Fig. 1: run 1, M3 wires
Scale bar: 50 um.
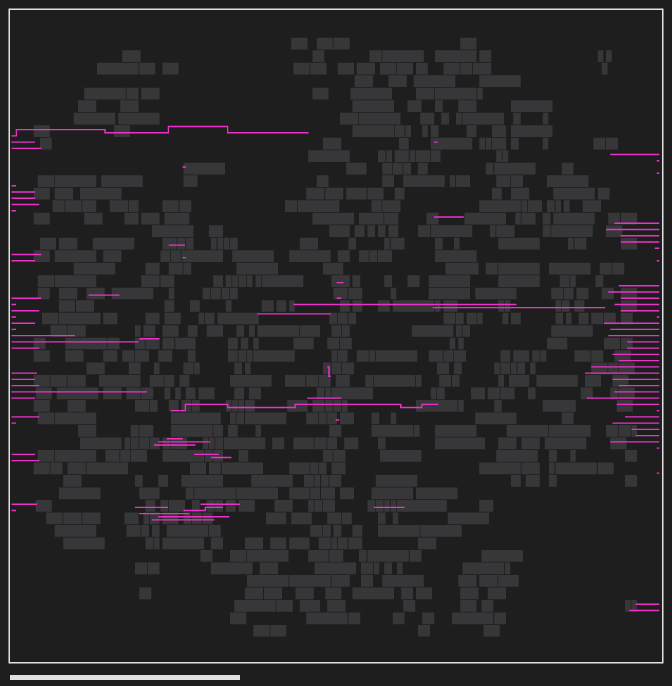
Fig. 2: run 1, clock distribution
Scale bar: 50 um.
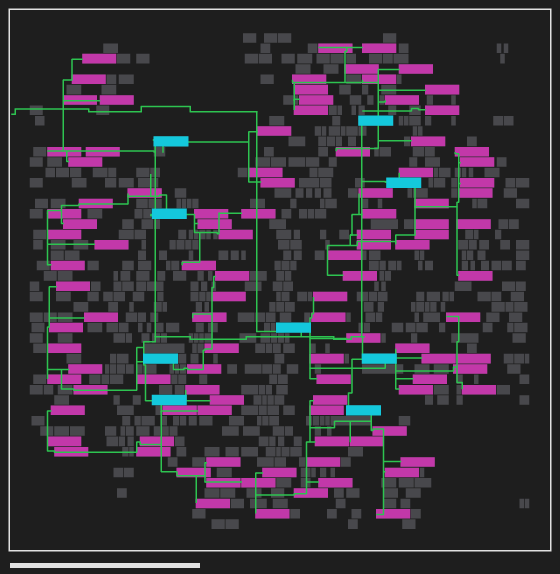
Fig. 3: run 1, metal layers overlaid
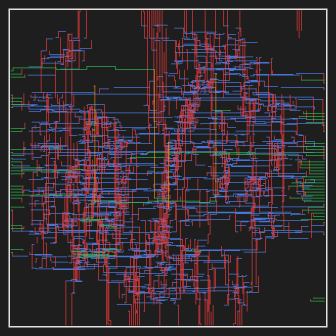
Design dma_stream_sched, sky130hd; sources not shown.
==> metrics.cfg, run 1 <==
[synth]
synth_area_um2 = 5748
share_of_synthesized_registers_carrying_an_async_set_or_reset_pct = 100.0
yosys_cells = 559
netlist_top_cells_count = sky130_fd_sc_hd__dfrtp_1 (106), sky130_fd_sc_hd__nand2_1 (67), sky130_fd_sc_hd__mux2_2 (54), sky130_fd_sc_hd__o21ai_0 (39)

[worst_setup_path]
path_depth = 9
crit_path_end_kind = flop
cp_data_required_time_ps = 3580

[timing]
grt_setup_unrepaired = false
hold_viol_final = 0
holdWs_ps = 482.5
maxSlewHeadroom_pct = 55.17
slew_violations = 0
finalWorstPathRequiredPeriod_ps = 2909

[power_and_ir_drop]
power.sequential.total_mw = 2.49
power.combinational.total_mw = 4.27
power.switching_mw = 3.981
power_switching_share_pct = 49.88

[status]
outcome = finished clean

[global_routing]
maximum_number_of_pins_on_one_net_before_global_route_repair = 53
initial_antenna_violation_count = 0
first_global_vias = 4443

[cells_and_area]
antenna_cells_inserted = 0
layout-drive-gt1-share_pct = 20.81

[die]
die_w_um = 142.0
die.size.y_um = 142.0

[routing]
drc = 0

[place]
place_area_um2 = 6979

-- Fig. 1 (at the start) --
main direction	horizontal
wire length on this layer	834 um
nets with wire on the layer	88
share of all routed wire	5.9%
longest straight run	48.3 um
global routing met3 resource utilization: 3.192%
Total Routed Length: 14170 um
total number of vias: 4506

-- Fig. 2 (at the start) --
[clock-net drivers] cyan | count: 9
[flip-flops] magenta | count: 106
[clock wires] green | length: 1340 um
flops lie	spread over the die
routed clock nets	10
clock tree skew after final layout: 7.147 ps
clock insertion delay at the later pin of the skew report: 350 ps
P_clk: 1.22 mW
clock network fraction of design power: 15.3%

-- Fig. 3 (at the start) --
layer	color	wire length
M1	blue	6550 um
M3	green	834 um
M2	red	6590 um
M4	orange	197 um
total routing resource utilization after global routing: 14.29%
wire length per cell: 15.86 um

run 1: kinds of logic (layout without fill, tap and decap cells):
logic type      Yosys count  after routing  share of synthesized area, %
compound gates          117            117                         13.74
other cells               1              7                       0.06524
flops                   106            106                         46.15
fa+ha+maj                18             18                         3.918
xor+xnor                 35             35                         5.333
buf+inv                  40            143                         3.243
mux                      63             63                         12.15
simple gates            179            179                         15.41
run 1: final cells by class:
cell class	count	area (um2)	area share, %
clock buffer	9	225.2	3.073
clock inverter	7	116.4	1.588
inverter	5	18.77	0.2561
multi-input combinational	419	2940	40.12
sequential	106	2653	36.20
tap	225	281.5	3.842
timing repair buffer	122	1094	14.92
run 1: per-stage QoR:
stage          instances  worst slack, ps  utilization, %  power (mW)
6_report             893            391.2           42.66       7.982
2_1_floorplan        565            77.49               -       5.776
3_3_place_gp         876            429.0           40.63       6.733
4_1_cts              892            393.9           42.62       8.066
3_5_place_dp         876            429.8           40.63       6.816
5_1_grt              893            135.2           42.66       8.487
run 1: per-layer routing:
| metal | vias up | track usage (%) | wire length [um] |
|---|---|---|---|
| met3 | 11 | 3.192 | 834 |
| met5 | - | 0 | 0 |
| li1 | 2227 | - | - |
| met1 | 2147 | 19.35 | 6549 |
| met4 | 0 | 4.697 | 196 |
| met2 | 121 | 22.78 | 6585 |
run 1: placed cells by master, fill, tap and decap left out, drive strengths merged, types with 5 or more instances in the layout:
master	count
dfrtp	106
nand2	67
clkdlybuf4s50	61
buf	61
mux2	54
o21ai	39
and3	21
xnor2	19
nand3	18
ha	18
nor2	17
xor2	16
nor3	14
a21oi	13
a31oi	12
a21o	11
mux2i	9
clkbuf	9
nand4	9
nor4	8
and2	7
conb	7
inv	6
o21a	5
nor2b	5
Fig. 4: run 1, track usage over the die
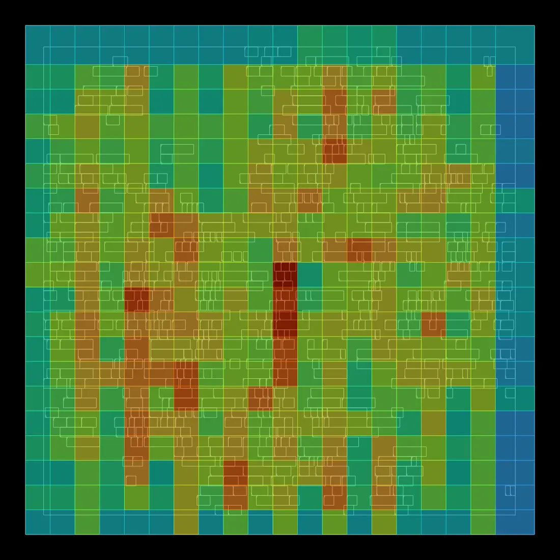

--- run 2 (diff from run 1) ---
--- a/config.mk
+++ b/config.mk
@@ -10,6 +10,7 @@
 export CORE_UTILIZATION = 33
 export CTS_BUF_LIST = sky130_fd_sc_hd__clkbuf_16
 export DETAILED_ROUTE_END_ITERATION = 7
+export PLACE_DENSITY = 0.64
 export SLEW_MARGIN = 0
 export SYNTH_ARGS = -nofsm -noshare
 export SYNTH_HDL_FRONTEND = slang
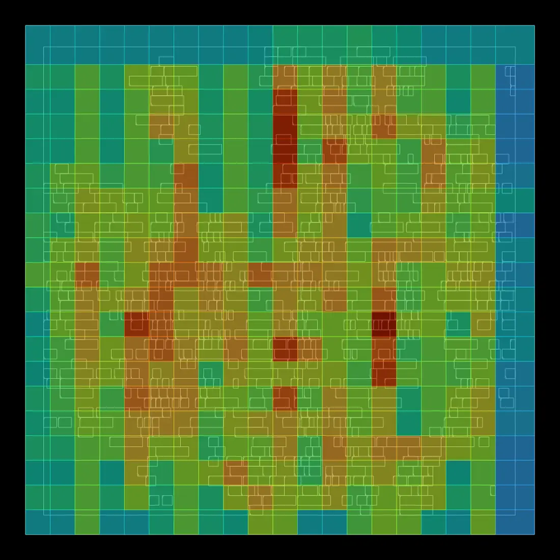
Fig. 5. Track usage over the die (run 2).
GR peak layer: met2
GR met2 Demand/Resource: 24.30%
total routing resource utilization after global routing: 14.44%
met1 layer usage reported by global route: 18.78%

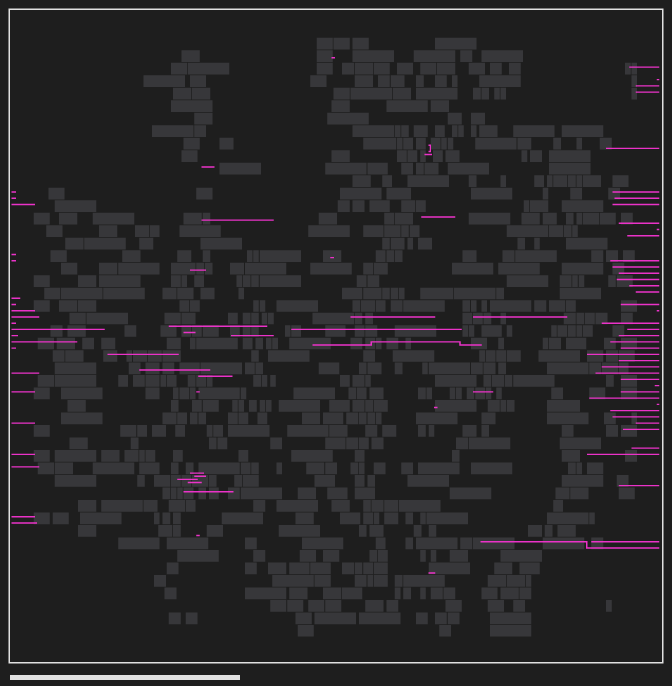
Fig. 6. M3 wires (run 2).
Scale bar: 50 um.
wire length on this layer	710 um
longest straight run	36.8 um
nets with wire on the layer	80
main direction	horizontal
global routing met3 resource utilization: 2.419%
Total Routed Length: 14230 um
total number of vias: 4532

==> metrics.cfg, run 2 <==
[cts]
insertion_delay_ps = 350  ; about the same

[timing]
holdWs_ps = 482.4  ; was 482.5 ps
finalWorstPathRequiredPeriod_ps = 2979  ; was 2909 ps
hold_viol_final = 0  ; unchanged
clock_tree_skew_after_final_layout_ps = 6.729  ; was 7.147 ps
grt_setup_unrepaired = false  ; unchanged
maxSlewHeadroom_pct = 35.12  ; was 55.17%
slew_violations = 0  ; unchanged

[global_routing]
initial_antenna_violation_count = 0  ; unchanged
first_global_vias = 4568  ; was 4443

[cells_and_area]
lay_top_count = sky130_fd_sc_hd__dfrtp_1  ; unchanged
antenna_cells_inserted = 0  ; unchanged
final-comb-area_um2 = 2940  ; unchanged
layout-drive-gt1-share_pct = 20.39  ; was 20.81%
layout_top_cells_excl_fill_tap = sky130_fd_sc_hd__dfrtp_1 (106), sky130_fd_sc_hd__nand2_1 (66), sky130_fd_sc_hd__clkdlybuf4s50_1 (61)  ; unchanged

[place]
placed_cells = 876  ; unchanged

[worst_setup_path]
path_depth = 10  ; was 9
cp_data_required_time_ps = 3520  ; was 3580 ps
crit_path_end_kind = flop  ; unchanged

[synth]
netlist_top_cells_count = sky130_fd_sc_hd__dfrtp_1 (106), sky130_fd_sc_hd__nand2_1 (67), sky130_fd_sc_hd__mux2_2 (54), sky130_fd_sc_hd__o21ai_0 (39)  ; unchanged
share_of_synthesized_registers_carrying_an_async_set_or_reset_pct = 100.0  ; unchanged
yosys_cells = 559  ; unchanged

[power_and_ir_drop]
power.switching_mw = 3.975  ; was 3.981 mW

[die]
die.size.y_um = 142.0  ; unchanged
die_w_um = 142.0  ; unchanged

[status]
outcome = finished clean  ; unchanged

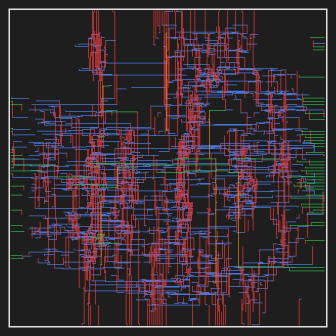
Fig. 7. Metal layers overlaid (run 2).
layer	color	wire length
M3	green	710 um
M2	red	7010 um
M4	orange	216 um
M1	blue	6290 um
wire length per cell: 15.95 um

[run 2: area by class of cell]
type / count / share of cell area, %
inverters: 5 / 0.2588
clock buffers: 9 / 3.105
repair buffers: 121 / 15.15
flip-flops and latches: 106 / 36.57
multi-input cells: 419 / 40.54
clock inverters: 7 / 0.5003
well taps: 225 / 3.881
[run 2: cells by family after synthesis]
logic type | synth area share, %
simple gates | 15.41
xor+xnor | 5.333
compound gates | 13.74
buf+inv | 3.243
flops | 46.15
fa+ha+maj | 3.918
other cells | 0.06524
mux | 12.15
[run 2: power by group through the flow]
stage | registers [mW] | logic, mW | clock network, mW
finish | 2.47 | 4.29 | 0.987
global route | 2.57 | 4.60 | 1.08
CTS | 2.48 | 4.33 | 1.03
detailed placement | 2.50 | 4.31 | 0
global placement | 2.47 | 4.26 | 0
floorplan | 3.97 | 1.81 | 0
[run 2: per-stage QoR]
stage	cell area [um2]	util (%)	worst slack [ps]
finish	7253	42.23	320.9
global route	7253	42.23	96.02
CTS	7253	42.23	298.8
detailed placement	6992	40.71	305.8
global placement	6992	40.71	359.8
floorplan	5771	-	77.49
[run 2: per-layer routing]
layer	share of wire, %	global-route usage (%)	wire length (um)	vias to the layer above
met3	5.0	2.419	709	15
met5	0	0	0	-
met1	44	18.78	6289	2172
met4	1.5	5.202	215	0
met2	49	24.30	7010	108
li1	-	-	-	2237
[run 2: worst register-to-register path: cells and delay by family, from the launching register on]
kind,cells,cell delay [ps]
flip-flops,1,630
AND-OR/OR-AND,5,1030
AND/OR/NAND/NOR,2,540
buffers and inverters,1,220
adder cells (fa/ha/maj),1,330
multiplexers,1,100
Power and IR drop assume default switching activity.
